**config.mk**
```make
export PLATFORM = sky130hd
export DESIGN_NAME = data_mem_responder
export DESIGN_NICKNAME = d
export VERILOG_FILES = /design/src/rtl/mem_pkg.sv /design/src/rtl/mem_array.sv /design/src/rtl/data_mem_responder.sv
export SDC_FILE = /design/constraint.sdc
export NUM_CORES = 2
export LEC_CHECK = 0
export ABC_CLOCK_PERIOD_IN_PS = 6800
export CELL_PAD_IN_SITES_DETAIL_PLACEMENT = 0
export CELL_PAD_IN_SITES_GLOBAL_PLACEMENT = 1
export CORE_MARGIN = 1.5
export CORE_UTILIZATION = 39
export DETAILED_ROUTE_END_ITERATION = 16
export DONT_BUFFER_PORTS = 1
export PLACE_DENSITY_LB_ADDON = 0.15
export SYNTH_ARGS = -nofsm -noshare
export SYNTH_HDL_FRONTEND = slang
export SYNTH_SLANG_ARGS = --single-unit
export TNS_END_PERCENT = 30
```
**constraint.sdc**
```tcl
create_clock -name clk -period 6.8 [get_ports clk]
set_input_delay 1.7 -clock clk [delete_from_list [all_inputs] [get_ports clk]]
set_output_delay 1.7 -clock clk [all_outputs]
set_load 0.05 [all_outputs]
```
**src/rtl/mem_pkg.sv**
```systemverilog
// Shared definitions for the data memory responder: word width,
// default geometry/timing and the responder state encoding.
package mem_pkg;

    localparam int WORD_W    = 32;
    localparam int DEPTH_DEF = 64;
    localparam int WAIT_DEF  = 2;

    typedef enum logic [1:0] {
        IDLE = 2'd0,
        BUSY = 2'd1,
        RESP = 2'd2
    } state_t;

endpackage

```
**src/rtl/mem_array.sv**
```systemverilog
// Word storage: one synchronous write port, one combinational read
// port, every word cleared by the asynchronous reset.
module mem_array
    import mem_pkg::*;
#(
    parameter int DEPTH = DEPTH_DEF,
    parameter int AW    = $clog2(DEPTH)
) (
    input  logic              clk,
    input  logic              rst_n,
    input  logic              we,
    input  logic [AW-1:0]     waddr,
    input  logic [WORD_W-1:0] wdata,
    input  logic [AW-1:0]     raddr,
    output logic [WORD_W-1:0] rdata
);

    logic [WORD_W-1:0] words [DEPTH];

    // Clear all words on reset, otherwise write one word when enabled
    always_ff @(posedge clk or negedge rst_n) begin
        if (!rst_n) begin
            for (int i = 0; i < DEPTH; i++) begin
                words[i] <= '0;
            end
        end else if (we) begin
            words[waddr] <= wdata;
        end
    end

    assign rdata = words[raddr];

endmodule

```
**src/rtl/data_mem_responder.sv**
```systemverilog
// Processor-facing data memory: accepts one read or write at a time,
// inserts WAIT wait cycles, then pulses ready for one cycle. Bad
// requests (read+write, misaligned, out of range) answer after a single
// cycle with err set and touch nothing.
module data_mem_responder
    import mem_pkg::*;
#(
    parameter int DEPTH = DEPTH_DEF,
    parameter int WAIT  = WAIT_DEF
) (
    input  logic        clk,
    input  logic        rst_n,
    input  logic        mem_read,
    input  logic        mem_write,
    input  logic [31:0] addr,
    input  logic [31:0] wdata,
    output logic [31:0] rdata,
    output logic        ready,
    output logic        err
);

    localparam int         AW       = $clog2(DEPTH);
    localparam logic [3:0] CNT_INIT = (WAIT > 0) ? 4'(WAIT - 1) : 4'd0;

    state_t            state, state_nxt;
    logic [3:0]        cnt;
    logic              op_wr;
    logic              err_q;
    logic [AW-1:0]     addr_q;
    logic [WORD_W-1:0] wdata_q;

    logic              req;
    logic              req_bad;
    logic              accept;
    logic              load_rd;
    logic              mem_we;
    logic [AW-1:0]     raddr;
    logic [WORD_W-1:0] rd_word;

    assign req     = mem_read | mem_write;
    // Power-of-two depth: out of range means any bit above the index is set
    assign req_bad = (mem_read & mem_write) | (addr[1:0] != 2'b00) | (|addr[31:AW+2]);
    assign accept  = (state == IDLE) && req;

    // In IDLE the live address feeds the read port so a zero-wait read can
    // capture its word on the accepting edge; afterwards the latched one.
    assign raddr   = (state == IDLE) ? addr[AW+1:2] : addr_q;

    // rdata is captured on the edge that enters RESP for a good read
    assign load_rd = (accept && !req_bad && !mem_write && (WAIT == 0)) ||
                     ((state == BUSY) && (cnt == 4'd0) && !op_wr);

    // The write lands on the edge that leaves RESP
    assign mem_we  = (state == RESP) && op_wr && !err_q;

    mem_array #(
        .DEPTH (DEPTH),
        .AW    (AW)
    ) u_mem (
        .clk   (clk),
        .rst_n (rst_n),
        .we    (mem_we),
        .waddr (addr_q),
        .wdata (wdata_q),
        .raddr (raddr),
        .rdata (rd_word)
    );

    // State register
    always_ff @(posedge clk or negedge rst_n) begin
        if (!rst_n) state <= IDLE;
        else        state <= state_nxt;
    end

    // Next-state: errors and zero-wait requests skip BUSY
    always_comb begin
        state_nxt = state;
        unique case (state)
            IDLE: if (req) state_nxt = (req_bad || (WAIT == 0)) ? RESP : BUSY;
            BUSY: if (cnt == 4'd0) state_nxt = RESP;
            RESP: state_nxt = IDLE;
            default: state_nxt = IDLE;
        endcase
    end

    // Outputs: ready only in RESP, err qualified by ready
    always_comb begin
        ready = (state == RESP);
        err   = (state == RESP) && err_q;
    end

    // Capture the request on accept; inputs are ignored until back in IDLE
    always_ff @(posedge clk or negedge rst_n) begin
        if (!rst_n) begin
            op_wr   <= 1'b0;
            err_q   <= 1'b0;
            addr_q  <= '0;
            wdata_q <= '0;
        end else if (accept) begin
            op_wr   <= mem_write;
            err_q   <= req_bad;
            addr_q  <= addr[AW+1:2];
            wdata_q <= wdata;
        end
    end

    // Wait counter: loaded on a good accept, counts down while BUSY
    always_ff @(posedge clk or negedge rst_n) begin
        if (!rst_n) begin
            cnt <= 4'd0;
        end else if (accept && !req_bad) begin
            cnt <= CNT_INIT;
        end else if ((state == BUSY) && (cnt != 4'd0)) begin
            cnt <= cnt - 4'd1;
        end
    end

    // Read data register: holds until the next successful read
    always_ff @(posedge clk or negedge rst_n) begin
        if (!rst_n)       rdata <= '0;
        else if (load_rd) rdata <= rd_word;
    end

endmodule

```
Where the registers sit:
Other sequential cells in the stronger gray, the rest of the logic in the fainter gray.
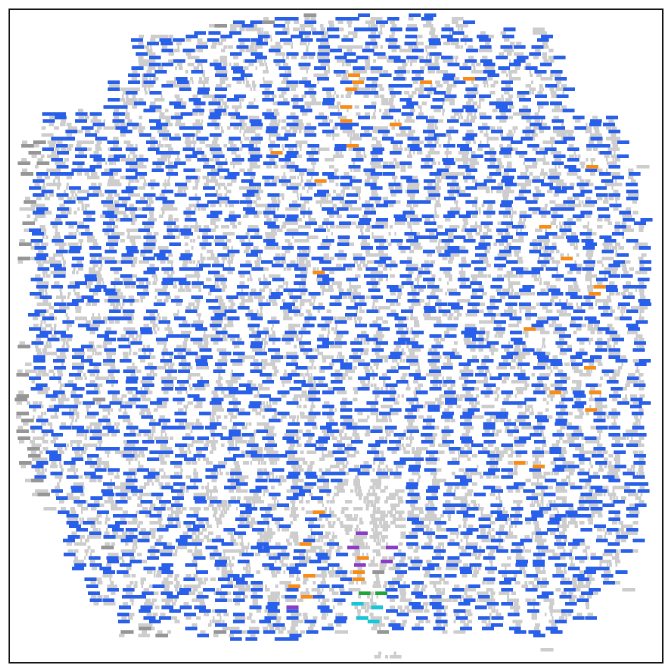
color	netlist name	sequential cells
purple	addr_q	6
cyan	cnt	4
blue	u_mem.words	2048
orange	rdata	32
green	state	2
not colored	34

Clock wires, drivers and flops:
The bar under the picture is 200 um long.
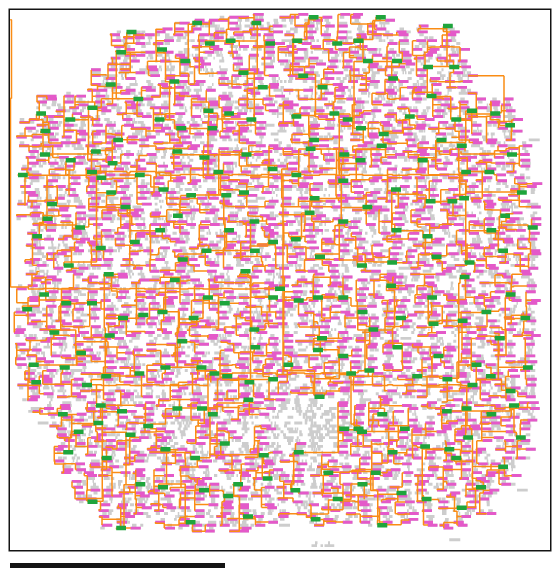
[magenta] flip-flops | count: 2126
[orange] clock wires | length: 28.8 mm
[green] clock-net drivers | count: 236
flops lie	all over the die

Ports around the boundary:
Pins as bars across the die edge, other pins in gray.
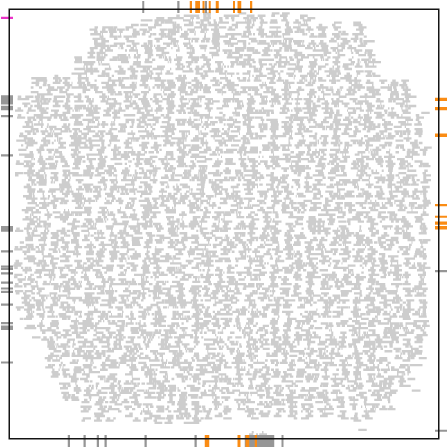
color	port	pins	direction	edge
magenta	clk	1	input	left
orange	rdata	32	output	12 top, 12 right, 8 bottom

M4 wires:
Cells faint in the background.
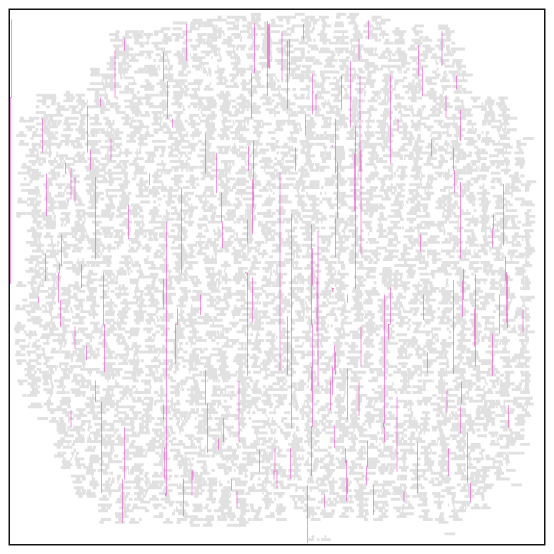
nets with wire on the layer	74
wire length on this layer	6580 um
longest straight run	257 um
main direction	vertical
share of all routed wire	2.1%

Routing congestion:
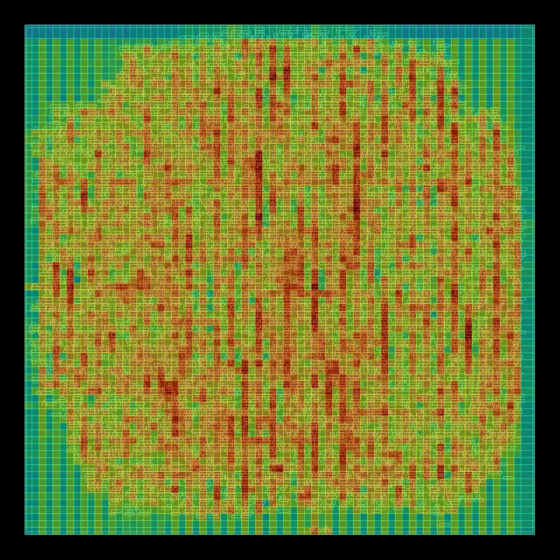
global routing's busiest layer: met2
WL per Instance: 28.2 um
met3 usage: 3.10%
Finished Core Util: 43.9%
met1 usage: 33.9%

-- routing by layer --
metal / wire length [um] / part of all wire [%]
met5: 13 / 0.0042
met4: 6580 / 2.1
met3: 12700 / 4.1
met2: 150000 / 48
met1: 143000 / 46
-- worst max-delay path, stage by stage (launching register included) --
cell and delay, ps:
dfrtp_1 740, and2b_1 640, and2_1 840
-- per-stage QoR --
stage / util [%] / total power [mW] / instance area [um2] / hold slack (ps) / setup WS (ps)
after floorplan: - / 15.2 / 97600 / 458 / 3290
after global placement: 40.6 / 17.1 / 101000 / 466 / 609
after detailed placement: 40.7 / 17.1 / 101000 / 475 / 534
after CTS: 43.9 / 30.2 / 109000 / 459 / 1470
after global routing: 43.9 / 31.0 / 109000 / 484 / 1450
final: 43.9 / 29.9 / 109000 / 483 / 1950
==> out/results.tsv <==
stage	metric	value	unit
final_timing	setup TNS	0	ps
clock_tree	clk sinks	2126	
finish	Cell Count, Final, Fillers Out	11100	
min_path	Hold Path Depth	1	
synthesis	XOR-XNOR Cells, Area Fraction	0.0180	%
floorplanning	total die size	253000	um2
finish	FILL cells	22900	
place	PortBufs	0	
synthesis	Unique masters post-synth	64	
place	GPL Wtd Cong	0.757	
route	WL final	312000	um
finish	mi-comb count	4945	
synthesis	Post-synth ARST share	100	%
power_and_ir_drop	P_clk	13.1	mW
synthesis	top cell type's share of synthesized area	54.5	%
synthesis	flip-flops with a built-in enable	0	
power_and_ir_drop	sequential logic power	12.8	mW
clock_tree	Max Buffers Root-to-Sink	3	
clock_tree	Root Buffer	clkbuf_16	
power_and_ir_drop	Logic pwr share	13.4	%
finish	CLK BUF	379	
min_path	Hold Path Class	reg -> reg	
clock_tree	hold buffers post-CTS	0	
synthesis	top cells by count	dfrtp_1 (2126), mux2_2 (1996), nand2_1 (886)	
worst_setup_path	crit path to	err	
finish	combinational share of cell area	37.9	%
worst_setup_path	r2r setup slk	2360	ps
synthesis	main flop type	dfrtp_1	
route	Iter 0 DRT Violations	5156	
synthesis	mux share	28.6	%
final_timing	clk_skew	43.8	ps
synthesis	Cell area leaders	dfrtp_1 (55%), mux2_2 (23%), mux2i_1 (4.5%)	
synthesis	Synth Instances	7859	
finish	most numerous logic cell after layout	dfrtp_1	
worst_setup_path	reg2reg end	rdata[6]	
power_and_ir_drop	Top pwr grp	the clock network	
place	Inst Count DP	10600	
finish	flop count	2126	
power_and_ir_drop	internal power	21.4	mW
final_timing	# setup viols final	0	
synthesis	Adders+Majority by Area	0.0128	%
grt	first-pass GRT wire length	463000	um
finish	Top Layout Cells	dfrtp_1 (2094), mux2_2 (1996), nand2_1 (852)	
outcome	status	finished clean	
worst_setup_path	crit path from	state[1]	
grt	initial antenna violation count	9	
finish	Reg with most FFs	u_mem.words	
synthesis	yosys cell count	7859	
worst_setup_path	WS Path Type	reg -> out	
finish	NonClk Buf Share	2.10	%
grt	Global Route Usage Sum	24.7	%
finish	fraction of area in registers	48.8	%
clock_tree	H-tree Lvls	4	
worst_setup_path	CP Data Arrival Time	3150	ps
clock_tree	Clock transition at path regs	60	ps
finish	clock-cell share of area	7.30	%
route	DRT Pass-1 Iters	6	
Power and IR drop assume default switching activity.
